--- config.mk ---
export PLATFORM = sky130hd
export DESIGN_NAME = sqrt_fixed_iter
export DESIGN_NICKNAME = d
export VERILOG_FILES = /design/src/rtl/sqrt_fixed_iter.sv
export SDC_FILE = /design/constraint.sdc
export NUM_CORES = 1
export LEC_CHECK = 0
export ABC_AREA = 0
export CORE_MARGIN = 2
export CORE_UTILIZATION = 50
export DETAILED_ROUTE_END_ITERATION = 8
export PLACE_DENSITY = 0.77
export SLEW_MARGIN = 40
export SYNTH_ARGS = -nofsm -noshare
export SYNTH_HDL_FRONTEND = slang
export SYNTH_SLANG_ARGS = --single-unit
--- constraint.sdc ---
create_clock -name clk -period 3.4 [get_ports clk]
set_input_delay 0.51 -clock clk [delete_from_list [all_inputs] [get_ports clk]]
set_output_delay 0.51 -clock clk [all_outputs]
set_load 0.05 [all_outputs]
--- src/rtl/sqrt_fixed_iter.sv ---
// rtl/sqrt_fixed_iter.sv - bit-serial restoring square root, floor(sqrt(n)*2^F_W)
// One result bit per CALC cycle; valid/ready on operand and result sides.
module sqrt_fixed_iter #(
  parameter int N_W = 4,
  parameter int F_W = 10,
  localparam int R_W = (N_W + 1) / 2 + F_W
) (
  input  logic           clk,
  input  logic           rst,
  input  logic           in_valid,
  output logic           in_ready,
  input  logic [N_W-1:0] in_n,
  output logic           out_valid,
  input  logic           out_ready,
  output logic [R_W-1:0] out_root,
  output logic           out_exact
);

  localparam int RAD_W = 2 * R_W;
  localparam int CNT_W = $clog2(R_W);

  typedef enum logic [1:0] {S_IDLE, S_CALC, S_DONE} state_t;

  state_t             r_state, w_state_nx;
  logic [RAD_W-1:0]   r_rad;
  logic [R_W+1:0]     r_rem;
  logic [R_W-1:0]     r_root;
  logic [CNT_W-1:0]   r_cnt;
  logic [R_W-1:0]     r_out_root;
  logic               r_out_exact;

  logic [RAD_W-1:0]   w_rad_init;
  logic [R_W+1:0]     w_r2;
  logic [R_W+1:0]     w_t;
  logic               w_ge;
  logic [R_W+1:0]     w_rem_nx;
  logic [R_W-1:0]     w_root_nx;
  logic               w_last;

  // Operand lands in the top of the radicand; the odd-width pad bit stays zero.
  assign w_rad_init = RAD_W'(in_n) << (2 * F_W);

  assign w_r2      = (r_rem << 2) | (R_W + 2)'(r_rad[RAD_W-1 -: 2]);
  assign w_t       = {r_root, 2'b01};
  assign w_ge      = (w_r2 >= w_t);
  assign w_rem_nx  = w_ge ? (w_r2 - w_t) : w_r2;
  assign w_root_nx = {r_root[R_W-2:0], w_ge};
  assign w_last    = (r_cnt == CNT_W'(R_W - 1));

  always_ff @(posedge clk or posedge rst) begin
    if (rst) begin
      r_state <= S_IDLE;
    end else begin
      r_state <= w_state_nx;
    end
  end

  always_comb begin
    w_state_nx = r_state;
    case (r_state)
      S_IDLE:  if (in_valid)  w_state_nx = S_CALC;
      S_CALC:  if (w_last)    w_state_nx = S_DONE;
      S_DONE:  if (out_ready) w_state_nx = S_IDLE;
      default:                w_state_nx = S_IDLE;
    endcase
  end

  always_comb begin
    in_ready  = (r_state == S_IDLE);
    out_valid = (r_state == S_DONE);
  end

  always_ff @(posedge clk or posedge rst) begin
    if (rst) begin
      r_rad       <= '0;
      r_rem       <= '0;
      r_root      <= '0;
      r_cnt       <= '0;
      r_out_root  <= '0;
      r_out_exact <= 1'b0;
    end else begin
      case (r_state)
        S_IDLE: begin
          if (in_valid) begin
            r_rad  <= w_rad_init;
            r_rem  <= '0;
            r_root <= '0;
            r_cnt  <= '0;
          end
        end
        S_CALC: begin
          r_rad  <= r_rad << 2;
          r_rem  <= w_rem_nx;
          r_root <= w_root_nx;
          r_cnt  <= r_cnt + 1'b1;
          if (w_last) begin
            r_out_root  <= w_root_nx;
            r_out_exact <= (w_rem_nx == '0);
          end
        end
        default: ;
      endcase
    end
  end

  assign out_root  = r_out_root;
  assign out_exact = r_out_exact;

endmodule

==> results_dict.tcl, run 1 <==
# implementation run metrics
set metrics [dict create \
    status "finished, final reports clean" \
    worst_slew_pin_slew_ps 569 \
    cts_tree "done" \
    clk_latency_ps 310 \
    yosysMostFrequentCell "dfrtp_1" \
    ys.flops 47 \
    crit_buf_inv 1 \
    drt-initial-drc-count 157 \
    place.gp.congestion 0.886 \
    worstPathRequired_ps 3650 \
    hold_slack_ps 501 \
    dp.cells 379 \
    ys_warn_count 0 \
    r2r_slack_ps 440 \
    antenna_left 0 \
    ys_chip_area_um2 2760 \
    timing.final.crit_share 0.871 \
    drv_slew 0 \
    grt_pass1_vias 2171 \
    viasPerCell 5.79 \
    fp_nets 316 \
    edf_count 0 \
    cts_buffer_depth 2 \
    syn2layout_area_growth_pct 13.9 \
    setup-tns-final_ps 0 \
    yosysTopAreaCell "dfrtp_1" \
    dpl.hpwl_um 4320 \
    warnings 27 \
    nFillCells 486 \
    synthCells 293 \
    rsz0062_at_grt "no" \
    fp.coreArea_um2 5410 \
    ctsHoldBuffers 0 \
    grt_overflow 0 \
    crit_chain "inv_1, ha_1, nand4_1, nor4_1, a211o_1, a211o_1, mux2_2, nor4_2, a32o_1" \
    final_util 0.582 \
    cp-start-kind "register" \
    hold_viol_final 0 \
    path_common_cell "a211o_1" \
    drv_cap 0 \
    synth.cell_area_um2 2760 \
    ys_seq_share 0.426 \
    first_pass_iters 4 \
    cts-htree-levels 2 \
    io_pins 23 \
    wl_per_cell_um 16.1 \
    topCellsByArea "dfrtp_1 43%, ha_1 6.8%, mux2_2 5.7%, o21ai_0 5.1%, nand2_1 4.1%" \
    post-route-min-period_ps 2960 \
    max_freq_ghz 0.338 \
    critical_path.max_fanout 13 \
    n_antenna_cell 0 \
    io_buffers 22 \
    initCoreUtil 0.511 \
    synthArstFlopShare 1.00 \
    syn_avg_cell_area_um2 9.43 \
    top_area_frac 0.426 \
    grt_max_degree 48 \
    cts-root-buf "clkbuf_8" \
    grt_pass1_wl_um 10700 \
    drive_above_1_share 0.111 \
    synth_top_flop_cell "dfrtp_1" \
    die_x_um 78.4 \
    arrival_ps 3210 \
    cp_top_family "simple AND/OR/NAND/NOR gates" \
    finalSetupViolations 0 \
    ctsResizeCount 0 \
    min_path_type "register to register" \
    final_cells 386 \
    grtUsageTotal 0.224 \
    cts_setup_buffers 0 \
    critPathCaptureType "register" \
    drc_errors 0 \
    path_clk_slew_ps 90 \
    critPathKind "register to register" \
    layout.nets 337 \
    rows 27 \
    critical_path.max_stage_delay_ps 430 \
    max_slew_margin 0.621 \
    dp_slack_ps 467 \
    common_cells "47 x dfrtp_1, 30 x nand2_1, 28 x o21ai_0" \
    routed_wl_um 6210 \
    antenna_found_initial 0 \
    cpMaxStageDelayCell "mux2_2" \
    synth_cell_types 47 \
    vias 2236 \
    setup_ws_ps 439 \
    die_h_um 78.4 \
    yosysCellCount 293 \
    chipArea_um2 6140 \
]
[run 1: placed cells by master (no fill, tap or decap), types with 4 or more instances in the layout]
master            n
a21o_1            5
o21ai_1           9
o21ai_0          28
nand2_1          30
a21oi_1          16
dfrtp_1          47
ha_1             15
nor2_1           16
buf_4             5
clkdlybuf4s50_1  22
clkbuf_8          6
nor2b_1           7
mux2i_1           6
nand3_1           7
a22o_1            7
mux2_2           14
xor2_1            4
xnor2_1           5
inv_1            19
[run 1: worst reg2reg max path: cells and delay by family, from the launching register on]
family,cells,cell delay [ps]
AOI/OAI and AO/OA,3,800
adders and majority gates,1,400
DFF,1,390
and+or+nand+nor,3,820
buffers and inverters,1,70
muxes,1,430
[run 1: path summary, 6_finish.rpt]
| path | start | end | cells past startpoint |
|---|---|---|---|
| max in group asynchronous | rst | out_root[10]$_DFFE_PP0P_ | 2 |
| worst min-delay path | r_root[11]$_DFFE_PP0P_ | r_root[11]$_DFFE_PP0P_ | 2 |
| worst max-delay path | r_root[9]$_DFFE_PP0P_ | out_exact$_DFFE_PP0P_ | 9 |
| worst max register to register | r_root[9]$_DFFE_PP0P_ | out_exact$_DFFE_PP0P_ | 9 |
| min in group asynchronous | rst | r_rem[0]$_DFFE_PP0P_ | 2 |
| worst min register to register | r_root[11]$_DFFE_PP0P_ | r_root[11]$_DFFE_PP0P_ | 2 |
[run 1: layer usage]
metal | global-route usage | share of wire | up-vias
li1 | - | - | 1072
met1 | 0.305 | 0.48 | 1088
met2 | 0.358 | 0.46 | 64
met3 | 0.0494 | 0.041 | 12
met4 | 0.0702 | 0.019 | 0
met5 | 0 | 0 | -
[run 1: stage by stage]
step	instance area, µm²
2_1_floorplan	2760
3_3_place_gp	3050
3_5_place_dp	3060
4_1_cts	3140
5_1_grt	3150
6_report	3150
[run 1: cells by family (layout without fill, tap and decap cells)]
logic type / Yosys count / in the layout / share of synthesized area
AND-OR/OR-AND: 84 / 84 / 0.190
XOR/XNOR: 9 / 9 / 0.0285
adder cells (fa/ha/maj): 15 / 15 / 0.0679
buffers and inverters: 34 / 55 / 0.0507
flip-flops: 47 / 47 / 0.426
multiplexers: 20 / 20 / 0.0788
AND/OR/NAND/NOR: 84 / 84 / 0.158
[run 1: cell type report]
type                       instances  area, µm²  share of cell area
tap                               72       90.1              0.0286
clock inverter                     1       5.00             0.00159
timing repair buffer              27        258              0.0819
inverter                          21       81.3              0.0258
clock buffer                       6       82.6              0.0262
sequential                        47       1180               0.374
multi-input combinational        212       1450               0.462
[run 1: state kept, by name, indices dropped and copies added, names as in the netlist]
name / count
out_exact: 1
r_state: 2
r_rad: 4
out_root: 12
r_rem: 12
r_root: 12
r_cnt: 4
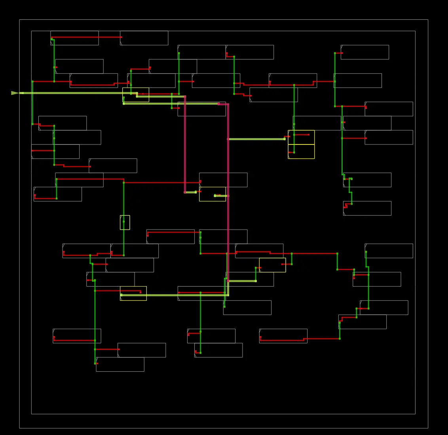
Fig. 1. Clock nets (run 1).
CTS sink count: 47
CTS buffer count: 5
clock skew: 10.7 ps
clock buffer count in the final layout: 6

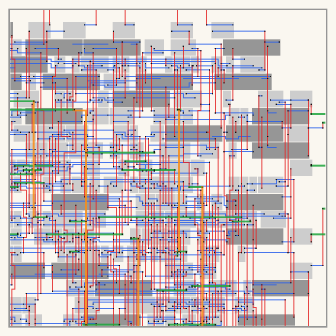
Fig. 2. A small window of the routed layout (run 1).
Window x 28 to 78, y 28 to 78 µm. Cells in gray, sequential cells in the stronger gray; small squares are vias.
M2: shown in red. M1: shown in blue. M3: shown in green. M4: shown in orange.
167 logic cells have their middle in the window. Most frequent: dfrtp_1 (22), o21ai_0 (14), nand2_1 (13). Sequential cells in the window: 22. Netlist names of flops here include out_root (8), r_rem (7), r_root (6).

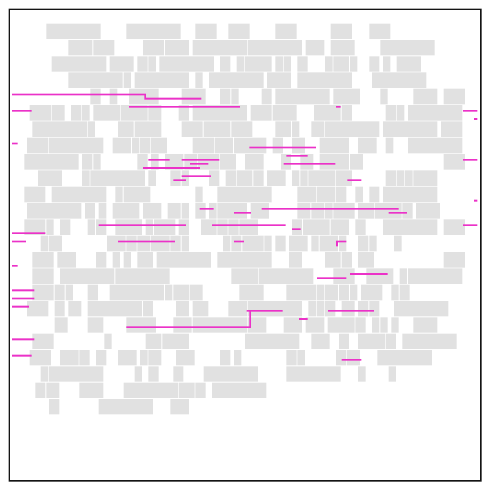
Fig. 3. Signal wires on met3 (run 1).
Scale: 6 px per µm. Cells faint in the background.
The layer holds 4.1% of the routed length. The longest straight run is 22.5 µm. 35 nets have wire on it.

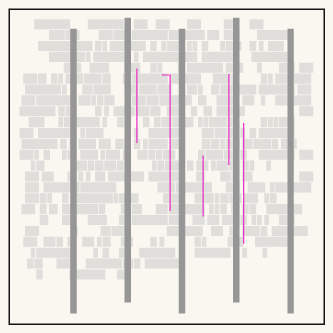
Fig. 4. Metal 4 (run 1).
Scale: 4 px per µm. Supply wires on this layer in gray. Cells faint in the background.
The longest straight run is 33.9 µm. The wires run mostly vertical. The layer holds 2.0% of the routed length. 5 nets have wire on it. The layer carries 122 µm of wire.

Fig. 5: run 1, I/O pins on the die edge
Scale: 4 px per µm. Pins as bars across the die edge, other pins in gray.
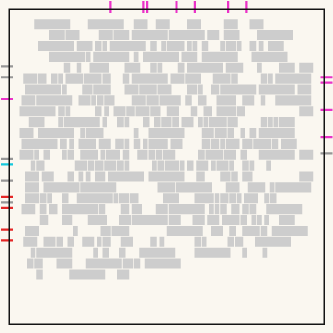

==> inputs of run 2 (changes only) <==
--- a/config.mk
+++ b/config.mk
@@ -9,6 +9,7 @@
 export CORE_MARGIN = 2
 export CORE_UTILIZATION = 50
 export DETAILED_ROUTE_END_ITERATION = 8
+export GPL_ROUTABILITY_DRIVEN = 0
 export PLACE_DENSITY = 0.77
 export SLEW_MARGIN = 40
 export SYNTH_ARGS = -nofsm -noshare
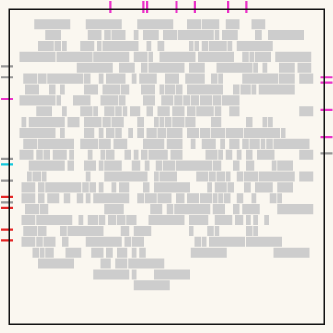
Fig. 6. I/O pins on the die edge (run 2).
Scale: 4 px per µm. Pins as bars across the die edge, other pins in gray.
out_ready: shown in cyan, pins 1, direction input, edge left. in_n: shown in red, pins 4, direction input, edge left. out_root: shown in magenta, pins 12, direction output, edge 7 top, 4 right, 1 left.

==> results_dict.tcl, run 2 <==
# implementation run metrics
set metrics [dict create \
    critical_path.max_fanout 19 \
    io_buffers 22 \
    r2r_slack_ps 530 \
    nFillCells 503 \
    synth_cell_types 47 \
    topCellsByArea "dfrtp_1 43%, ha_1 6.8%, mux2_2 5.7%, o21ai_0 5.1%, nand2_1 4.1%" \
    layout_top_cell "dfrtp_1" \
    critPathKind "register to register" \
    r2r_start "r_rem[9]$_DFFE_PP0P_" \
    ys.flops 47 \
    min_from "r_root[11]$_DFFE_PP0P_" \
    clkSinkCount 47 \
    path_clk_slew_ps 90 \
    cts_buffer_depth 2 \
    rows 27 \
    critPathCaptureType "register" \
    antenna_left 0 \
    clock_skew_ps 5.69 \
    ys_warn_count 0 \
    comb_area_um2 1450 \
    setup-tns-final_ps 0 \
    routed_wl_um 5960 \
    holdPathStages 2 \
    layout.nets 337 \
    syn_avg_cell_area_um2 9.43 \
    clk_latency_ps 300 \
    finalSetupViolations 0 \
    ctsResizeCount 0 \
    grtUsageTotal 0.214 \
    yosysMostFrequentCell "dfrtp_1" \
    mostFrequentLayoutCells "47 x dfrtp_1, 30 x nand2_1, 28 x o21ai_0" \
    synth.cell_area_um2 2760 \
    drv_cap 0 \
    max_freq_ghz 0.349 \
    rsz0062_at_grt "no" \
    yosysTopAreaCell "dfrtp_1" \
    wl_per_cell_um 15.4 \
    arrival_ps 3070 \
    status "finished, final reports clean" \
    drv_slew 0 \
    reg2regPathDepth 10 \
    cts_tree "done" \
    initCoreUtil 0.511 \
    synthCells 293 \
    cts-htree-levels 2 \
    vias 2216 \
    grt_overflow 0 \
    timing.final.crit_share 0.844 \
    worstPathRequired_ps 3600 \
    r2r-end "out_exact$_DFFE_PP0P_" \
    die_x_um 78.4 \
    n_antenna_cell 0 \
    fp.coreArea_um2 5410 \
    final_util 0.584 \
    cts-root-buf "clkbuf_8" \
    antenna_found_initial 0 \
    min_to "r_root[11]$_DFFE_PP0P_" \
    io_pins 23 \
    die_h_um 78.4 \
    grt_pass1_wl_um 10500 \
    viasPerCell 5.74 \
    worst_slew_pin_slew_ps 800 \
    ys_chip_area_um2 2760 \
    hold_viol_final 0 \
    first_pass_iters 4 \
    ys_seq_share 0.426 \
    synth_top_flop_cell "dfrtp_1" \
    chipArea_um2 6140 \
    grt_max_degree 48 \
    drt-initial-drc-count 139 \
    ctsHoldBuffers 0 \
    max_slew_margin 0.467 \
    cts_setup_buffers 0 \
    min_path_type "register to register" \
    synthArstFlopShare 1.00 \
    ff_latch_area_um2 1180 \
    common_cells "47 x dfrtp_1, 30 x nand2_1, 28 x o21ai_0" \
    numCtsBuffers 5 \
    post-route-min-period_ps 2870 \
    cp-start-kind "register" \
    drive_above_1_share 0.105 \
    top_area_frac 0.426 \
    syn2layout_area_growth_pct 14.3 \
    yosysCellCount 293 \
    drc_errors 0 \
    grt_pass1_vias 2189 \
    dpl.hpwl_um 4240 \
    edf_count 0 \
    warnings 27 \
    fp_nets 316 \
]
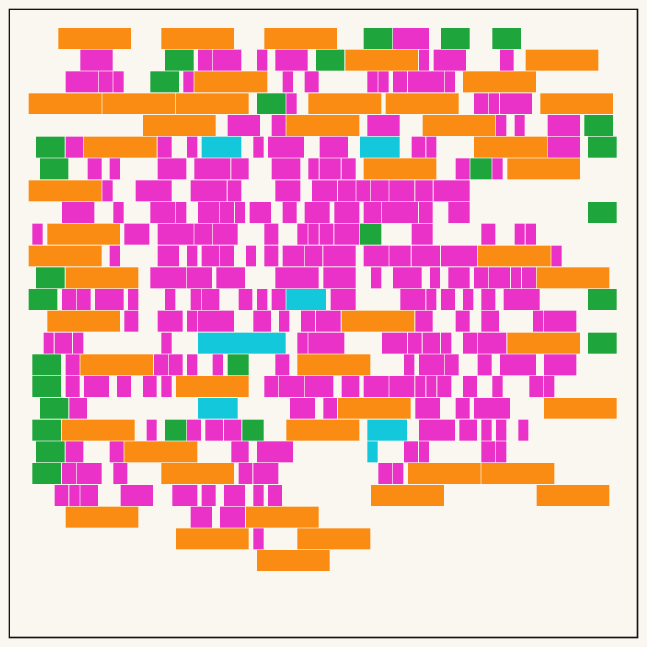
Fig. 7. Placement by cell class (run 2).
Scale: 8 px per µm.
sequential cells: shown in orange, cells 47, share of their area 38%. remaining buffers and delay cells: shown in green, cells 27, share of their area 8.4%. remaining logic cells: shown in magenta, cells 233, share of their area 50%. clock drivers and dummy loads: shown in cyan, cells 7, share of their area 3.3%.

run 2: kinds of logic (layout without fill, tap and decap cells):
logic type / after synthesis / count (layout) / synth area share
multiplexers: 20 / 20 / 0.0788
buffers and inverters: 34 / 55 / 0.0507
adder cells (fa/ha/maj): 15 / 15 / 0.0679
AND/OR/NAND/NOR: 84 / 84 / 0.158
flip-flops: 47 / 47 / 0.426
XOR/XNOR: 9 / 9 / 0.0285
AND-OR/OR-AND: 84 / 84 / 0.190
run 2: metal layers:
metal  share of wire  GRT usage  vias to the layer above
li1                -          -                     1075
met1            0.46      0.295                     1071
met2            0.47      0.344                       57
met3           0.054     0.0448                       13
met4           0.017     0.0614                        0
met5               0          0                        -
run 2: worst max-delay path, stage by stage, from the launching register on:
cell and delay (ps):
dfrtp_1 430, ha_1 410, nand4_1 210, nor4_1 440, a211o_1 210, a211o_1 160
buf_4 270, nor2_1 80, a21oi_1 220, nor4_2 80, a32o_1 250
run 2: through the flow:
stage | worst slack [ps] | instance area (µm²) | cells | hold slack [ps]
3_5_place_dp | 583 | 3060 | 379 | 475
6_report | 531 | 3160 | 386 | 493
5_1_grt | 401 | 3160 | 386 | 520
3_3_place_gp | 578 | 3050 | 379 | 471
2_1_floorplan | 982 | 2760 | 293 | 450
4_1_cts | 560 | 3160 | 386 | 496
run 2: worst max path at each step:
stage / startpoint / to / slack (ps) / depth (start not counted)
finish: r_rem[9]$_DFFE_PP0P_ / out_exact$_DFFE_PP0P_ / 530 / 10
detailed placement: r_rem[9]$_DFFE_PP0P_ / out_exact$_DFFE_PP0P_ / 580 / 10
global route: r_root[9]$_DFFE_PP0P_ / out_exact$_DFFE_PP0P_ / 400 / 11
floorplan: r_rem[6]$_DFFE_PP0P_ / out_exact$_DFFE_PP0P_ / 980 / 11
global placement: r_rem[9]$_DFFE_PP0P_ / out_exact$_DFFE_PP0P_ / 580 / 10
CTS: r_rem[9]$_DFFE_PP0P_ / out_exact$_DFFE_PP0P_ / 560 / 10
run 2: cell type report:
type / count / share of cell area
inverters: 21 / 0.0257
well taps: 72 / 0.0285
repair buffers: 27 / 0.0816
multi-input cells: 212 / 0.459
clock inverters: 1 / 0.00950
clock buffers: 6 / 0.0230
flip-flops and latches: 47 / 0.372
Fig. 8: run 2, clock nets
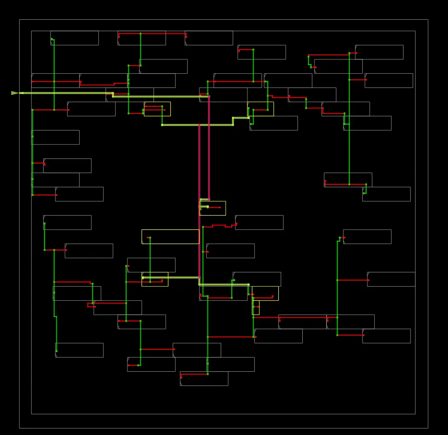

==> inputs of run 3 (changes only) <==
--- a/config.mk
+++ b/config.mk
@@ -10,7 +10,7 @@
 export CORE_UTILIZATION = 50
 export DETAILED_ROUTE_END_ITERATION = 8
 export GPL_ROUTABILITY_DRIVEN = 0
-export PLACE_DENSITY = 0.77
+export PLACE_DENSITY = 0.8
 export SLEW_MARGIN = 40
 export SYNTH_ARGS = -nofsm -noshare
 export SYNTH_HDL_FRONTEND = slang
==> constraint.sdc (replaced) <==
create_clock -name clk -period 2.52 [get_ports clk]
set_input_delay 0.378 -clock clk [delete_from_list [all_inputs] [get_ports clk]]
set_output_delay 0.378 -clock clk [all_outputs]
set_load 0.05 [all_outputs]
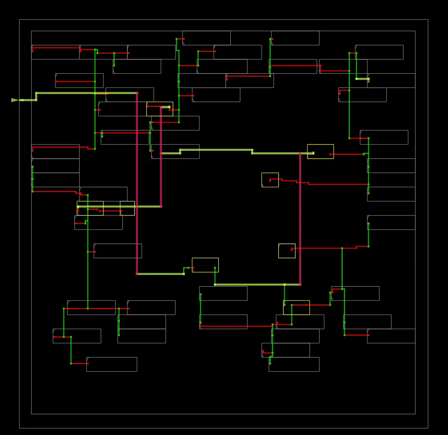
Fig. 9. Clock nets (run 3).
registers: 47
clock buffer count in the final layout: 5
clock skew: 10.6 ps

==> results_dict.tcl, run 3 <==
# implementation run metrics
set metrics [dict create \
    timing.final.crit_share 0.982 \
    wl_per_cell_um 16.3 \
    cp-start-kind "register" \
    path_clk_slew_ps 100 \
    clkSinkCount 47 \
    viasPerCell 5.67 \
    crit_chain "ha_4, a21o_1, a21oi_2, o21ai_2, buf_4, a211o_4, buf_4, or3_1, o21ai_0, a32o_1" \
    ys.flops 47 \
    setup_ws_ps 44.4 \
    die_x_um 78.4 \
    routed_wl_um 6830 \
    cpMaxStageDelayCell "dfrtp_1" \
    grt_pass1_vias 2271 \
    ys_chip_area_um2 2760 \
    grtUsageTotal 0.227 \
    critical_path.max_fanout 6 \
    crit_buf_inv 2 \
    final_util 0.659 \
    status "finished, final reports clean" \
    synth.cell_area_um2 2760 \
    critPathKind "register to register" \
    drt-initial-drc-count 142 \
    setup-tns-final_ps 0 \
    cp_top_family "AND-OR/OR-AND gates" \
    layout.nets 369 \
    drv_cap 0 \
    arrival_ps 2730 \
    antenna_found_initial 0 \
    cts_tree "done" \
    io_buffers 22 \
    grt_pass1_wl_um 10900 \
    path_common_cell "buf_4" \
    layout_top_cell "dfrtp_1" \
    simple_gate_share 0.158 \
    hold_slack_ps 398 \
    nFillCells 422 \
    cts_buffer_depth 2 \
    finalSetupViolations 0 \
    edf_count 0 \
    yosysMostFrequentCell "dfrtp_1" \
    critPathCaptureType "register" \
    die_h_um 78.4 \
    dpl.hpwl_um 4680 \
    synthXorXnorAreaFrac 0.0285 \
    rows 27 \
    io_pins 23 \
    max_freq_ghz 0.404 \
    drv_slew 0 \
    grt_max_degree 48 \
    synth_cell_types 47 \
    cts-root-buf "clkbuf_8" \
    cts-htree-levels 2 \
    common_cells "47 x dfrtp_1, 30 x nand2_1, 28 x o21ai_0" \
    topCellsByArea "dfrtp_1 43%, ha_1 6.8%, mux2_2 5.7%, o21ai_0 5.1%, nand2_1 4.1%" \
    synthCells 293 \
    numCtsBuffers 5 \
    top_area_frac 0.426 \
    hold_viol_final 0 \
    yosysCellCount 293 \
    drive_above_1_share 0.265 \
    synth_top_flop_cell "dfrtp_1" \
]
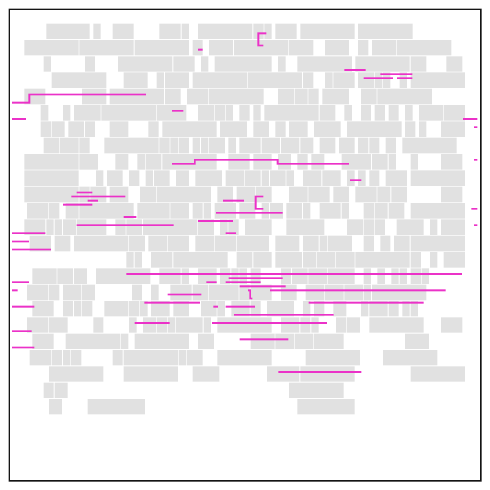
Fig. 10. Signal wires on met3 (run 3).
Scale: 6 px per µm. Cells faint in the background.
The longest straight run is 55.7 µm. The layer holds 5.6% of the routed length.

==> run 3: cell counts after synthesis <==
Identical to the previous run, type by type.
==> run 3: worst min-delay path, cell delays in order <==
cell             delay, ps
clkdlybuf4s50_1        410
inv_2                   70
buf_12                 240
==> run 3: metrics by stage <==
step                      instances  area (µm²)
after detailed placement        399        3220
after CTS                       408        3330
final                           419        3560
after global routing            419        3560
after global placement          399        3220
after floorplan                 293        2760
==> run 3: what timing repair did <==
action / 4_1_cts / 5_1_grt
buffers inserted: 1 / 11
resized: 2 / 28
setup endpoints to repair: 1 / 1
pin swaps: 2 / 9
==> run 3: cell type report <==
class | instances | area, µm² | share of cell area
flip-flops and latches | 47 | 1180 | 0.331
clock buffers | 5 | 68.8 | 0.0193
repair buffers | 59 | 514 | 0.144
clock inverters | 3 | 25.0 | 0.00702
multi-input cells | 212 | 1610 | 0.451
well taps | 72 | 90.1 | 0.0253
inverters | 21 | 78.8 | 0.0221
==> run 3: metal layers <==
layer | track usage | vias up | routed length [µm]
li1 | - | 1135 | -
met3 | 0.0460 | 13 | 378
met2 | 0.396 | 80 | 3480
met1 | 0.285 | 1146 | 2800
met4 | 0.0684 | 0 | 167
met5 | 0 | - | 0
==> run 3: worst paths after layout <==
check	start	endpoint	slack, ps	depth (start not counted)
setup / recovery	r_rem[2]$_DFFE_PP0P_	out_exact$_DFFE_PP0P_	40	10
hold / removal	rst	r_cnt[2]$_DFFE_PP0P_	400	3
setup reg to reg	r_rem[2]$_DFFE_PP0P_	out_exact$_DFFE_PP0P_	40	10
hold reg to reg	r_root[10]$_DFFE_PP0P_	r_root[10]$_DFFE_PP0P_	510	2
max in group asynchronous	rst	r_rad[22]$_DFFE_PP0P_	1880	3
min in group clk	r_root[10]$_DFFE_PP0P_	r_root[10]$_DFFE_PP0P_	510	2
==> run 3: cell families (layout without fill, tap and decap cells) <==
kind of cell               count (synthesis)  after routing
and+or+nand+nor                           84             84
muxes                                     20             20
xor gates and xnor gates                   9              9
buffers and inverters                     34             88
AOI/OAI and AO/OA                         84             84
adders and majority gates                 15             15
DFF                                       47             47
